===== src/rtl/thresholding_cfg_loader.sv =====
// Streams a full threshold table into the thresholding AXI-lite write port,
// one write in flight at a time, and holds off the sample stream while loading.
module thresholding_cfg_loader #(
    parameter int N      = 4,
    parameter int C      = 3,
    parameter int K      = 9,
    parameter int C_BITS = (C < 2 ? 1 : $clog2(C)),
    parameter int A_BITS = C_BITS + N + 2
) (
    input  logic              clk,
    input  logic              rst,
    input  logic              start,
    output logic              busy,
    output logic              done,
    output logic              err,
    input  logic              s_thr_tvalid,
    output logic              s_thr_tready,
    input  logic [K-1:0]      s_thr_tdata,
    output logic              m_axilite_AWVALID,
    input  logic              m_axilite_AWREADY,
    output logic [A_BITS-1:0] m_axilite_AWADDR,
    output logic              m_axilite_WVALID,
    input  logic              m_axilite_WREADY,
    output logic [31:0]       m_axilite_WDATA,
    output logic [3:0]        m_axilite_WSTRB,
    input  logic              m_axilite_BVALID,
    output logic              m_axilite_BREADY,
    input  logic [1:0]        m_axilite_BRESP,
    input  logic              s_axis_tvalid,
    output logic              s_axis_tready,
    input  logic [K-1:0]      s_axis_tdata,
    output logic              m_axis_tvalid,
    input  logic              m_axis_tready,
    output logic [K-1:0]      m_axis_tdata
);

    typedef enum logic [2:0] {IDLE, FETCH, ISSUE, RESP, FIN} state_e;

    localparam logic [N-1:0]      I_LAST = N'(2**N - 2);
    localparam logic [C_BITS-1:0] C_LAST = C_BITS'(C - 1);

    state_e              state_q, state_d;
    logic [C_BITS-1:0]   c_q, c_d;
    logic [N-1:0]        i_q, i_d;
    logic [K-1:0]        data_q, data_d;
    logic                err_q, err_d;
    logic                aw_ok_q, aw_ok_d;
    logic                w_ok_q, w_ok_d;
    logic                pend_q, pend_d;
    logic                stall;

    always_ff @(posedge clk) begin
        if (rst) begin
            state_q <= IDLE;
            c_q     <= '0;
            i_q     <= '0;
            data_q  <= '0;
            err_q   <= 1'b0;
            aw_ok_q <= 1'b0;
            w_ok_q  <= 1'b0;
            pend_q  <= 1'b0;
        end else begin
            state_q <= state_d;
            c_q     <= c_d;
            i_q     <= i_d;
            data_q  <= data_d;
            err_q   <= err_d;
            aw_ok_q <= aw_ok_d;
            w_ok_q  <= w_ok_d;
            pend_q  <= pend_d;
        end
    end

    assign busy  = (state_q != IDLE);
    assign stall = m_axis_tvalid && !m_axis_tready;

    always_comb begin
        state_d           = state_q;
        c_d               = c_q;
        i_d               = i_q;
        data_d            = data_q;
        err_d             = err_q;
        aw_ok_d           = aw_ok_q;
        w_ok_d            = w_ok_q;
        pend_d            = pend_q;
        done              = 1'b0;
        s_thr_tready      = 1'b0;
        m_axilite_AWVALID = 1'b0;
        m_axilite_WVALID  = 1'b0;
        m_axilite_BREADY  = 1'b0;
        unique case (state_q)
            IDLE: begin
                // A start seen during a stalled downstream beat waits for the beat to drain.
                if ((start || pend_q) && !stall) begin
                    state_d = FETCH;
                    c_d     = '0;
                    i_d     = '0;
                    err_d   = 1'b0;
                    pend_d  = 1'b0;
                end else if (start) begin
                    pend_d = 1'b1;
                end
            end
            FETCH: begin
                s_thr_tready = 1'b1;
                if (s_thr_tvalid) begin
                    data_d  = s_thr_tdata;
                    aw_ok_d = 1'b0;
                    w_ok_d  = 1'b0;
                    state_d = ISSUE;
                end
            end
            ISSUE: begin
                m_axilite_AWVALID = !aw_ok_q;
                m_axilite_WVALID  = !w_ok_q;
                aw_ok_d = aw_ok_q || m_axilite_AWREADY;
                w_ok_d  = w_ok_q || m_axilite_WREADY;
                if (aw_ok_d && w_ok_d) begin
                    state_d = RESP;
                end
            end
            RESP: begin
                m_axilite_BREADY = 1'b1;
                if (m_axilite_BVALID) begin
                    err_d = err_q || (m_axilite_BRESP != 2'b00);
                    if (i_q == I_LAST) begin
                        i_d = '0;
                        c_d = (c_q == C_LAST) ? '0 : c_q + C_BITS'(1);
                    end else begin
                        i_d = i_q + N'(1);
                    end
                    state_d = (c_q == C_LAST && i_q == I_LAST) ? FIN : FETCH;
                end
            end
            FIN: begin
                done    = 1'b1;
                state_d = IDLE;
            end
            default: state_d = IDLE;
        endcase
    end

    assign err              = err_q;
    assign m_axilite_AWADDR = {c_q, i_q, 2'b00};
    assign m_axilite_WDATA  = {{(32-K){data_q[K-1]}}, data_q};
    assign m_axilite_WSTRB  = 4'hF;

    assign m_axis_tvalid = s_axis_tvalid && !busy;
    assign s_axis_tready = m_axis_tready && !busy;
    assign m_axis_tdata  = s_axis_tdata;

endmodule


===== config.mk =====
export PLATFORM = sky130hd
export DESIGN_NAME = thresholding_cfg_loader
export DESIGN_NICKNAME = d
export VERILOG_FILES = /design/src/rtl/thresholding_cfg_loader.sv
export SDC_FILE = /design/constraint.sdc
export NUM_CORES = 1
export LEC_CHECK = 0
export CAP_MARGIN = 20
export CORE_MARGIN = 4
export CORE_UTILIZATION = 36
export DETAILED_ROUTE_END_ITERATION = 6
export PLACE_DENSITY = 0.8
export SETUP_SLACK_MARGIN = 0.5
export SLEW_MARGIN = 10
export SYNTH_ARGS = -nofsm -noshare
export SYNTH_HDL_FRONTEND = slang
export SYNTH_SLANG_ARGS = --single-unit

===== constraint.sdc =====
create_clock -name clk -period 2.2 [get_ports clk]
set_input_delay 0.44 -clock clk [delete_from_list [all_inputs] [get_ports clk]]
set_output_delay 0.44 -clock clk [all_outputs]
set_load 0.01 [all_outputs]

==> images/metal_stack.png <==
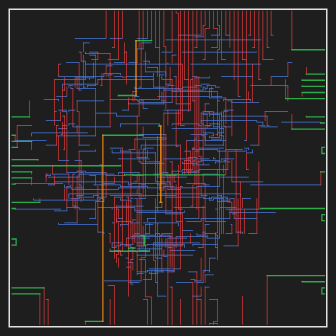
legend:
  orange:
    layer: met4
    wire_length: 70.7 µm
  red:
    layer: met2
    wire_length: 1,840 µm
  blue:
    layer: met1
    wire_length: 1,420 µm
  green:
    layer: met3
    wire_length: 215 µm

==> metrics.cfg <==
[min_path]
min_to = data_q[4]
min_path_cells = 2

[clocking]
cts_resized = 51
cts-buffers-inserted = 3
htree_levels = 1
clock_sinks = 22

[worst_setup_path]
critPathLaunch = state_q[2]

[logic_synthesis]
synth_warnings = 0
synth_cell_types = 39
seq_area_frac_synth = 0.314
synthTopLogicFamily = buffers and inverters
synthTopCellsByArea = dfxtp_1 (31%), buf_4 (21%), nand2_1 (6.4%), a21oi_1 (6.1%), nor2_1 (2.4%)
adder_share = 0.0179
postSynthAreaPerCell_um2 = 7.96
mux_share = 0.0241
ys_cells = 176

[power_and_ir_drop]
p_switching_mw = 0.368
comb_cell_power_mw = 0.425
sw_frac_of_total = 0.293
seqPwrFrac = 0.364
p_comb_frac = 0.338
clkPwrFrac = 0.297

[status]
status = complete, no violations

[route]
first_pass_iters = 4
route.met3.wl_um = 214

[layout]
clkCellAreaFrac = 0.0355
area_delta_synth_final_pct = 43.4
instances_no_fill = 264
clockBufferCount = 3
fillers = 360

[global_routing]
grt_usage = 0.137
antenna_found_initial = 0
top_usage_layer = met2
met2_usage = 0.230

[final_timing]
slew_violations = 0

==> images/clock_map.png <==
Bar = 20 µm.
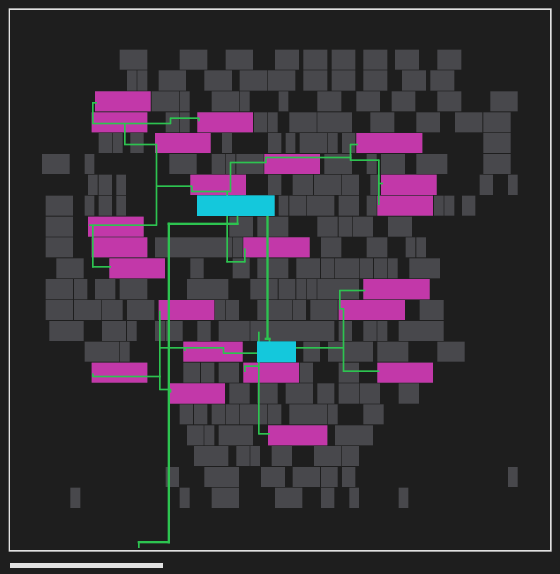
legend:
  cyan:
    item: cells driving clock nets
    count: 3
  magenta:
    item: flip-flops
    count: 22
  green:
    item: clock wires
    length: 277 µm
routed clock nets: 4

cells in the mapped netlist (3+ instances only):
cell type	count
a21oi_1	17
buf_4	40
nor2_1	9
o21ai_0	4
nand2_1	24
dfxtp_1	22
or4_1	3
or3_1	4
and2_1	4
nor3_1	4
inv_1	5
clkbuf_1	4
worst max-delay path, stage by stage (launching register included):
cell	delay (ns)
dfxtp_4	0.36
buf_8	0.13
nor3_4	0.12
inv_1	0.11
dlygate4sd2_1	0.30
registers in the layout, summed over array words and instances (netlist names):
name and cells:
data_q 9, pend_q 1, i_q 4, aw_ok_q 1, err 1, state_q 3
w_ok_q 1, c_q 2
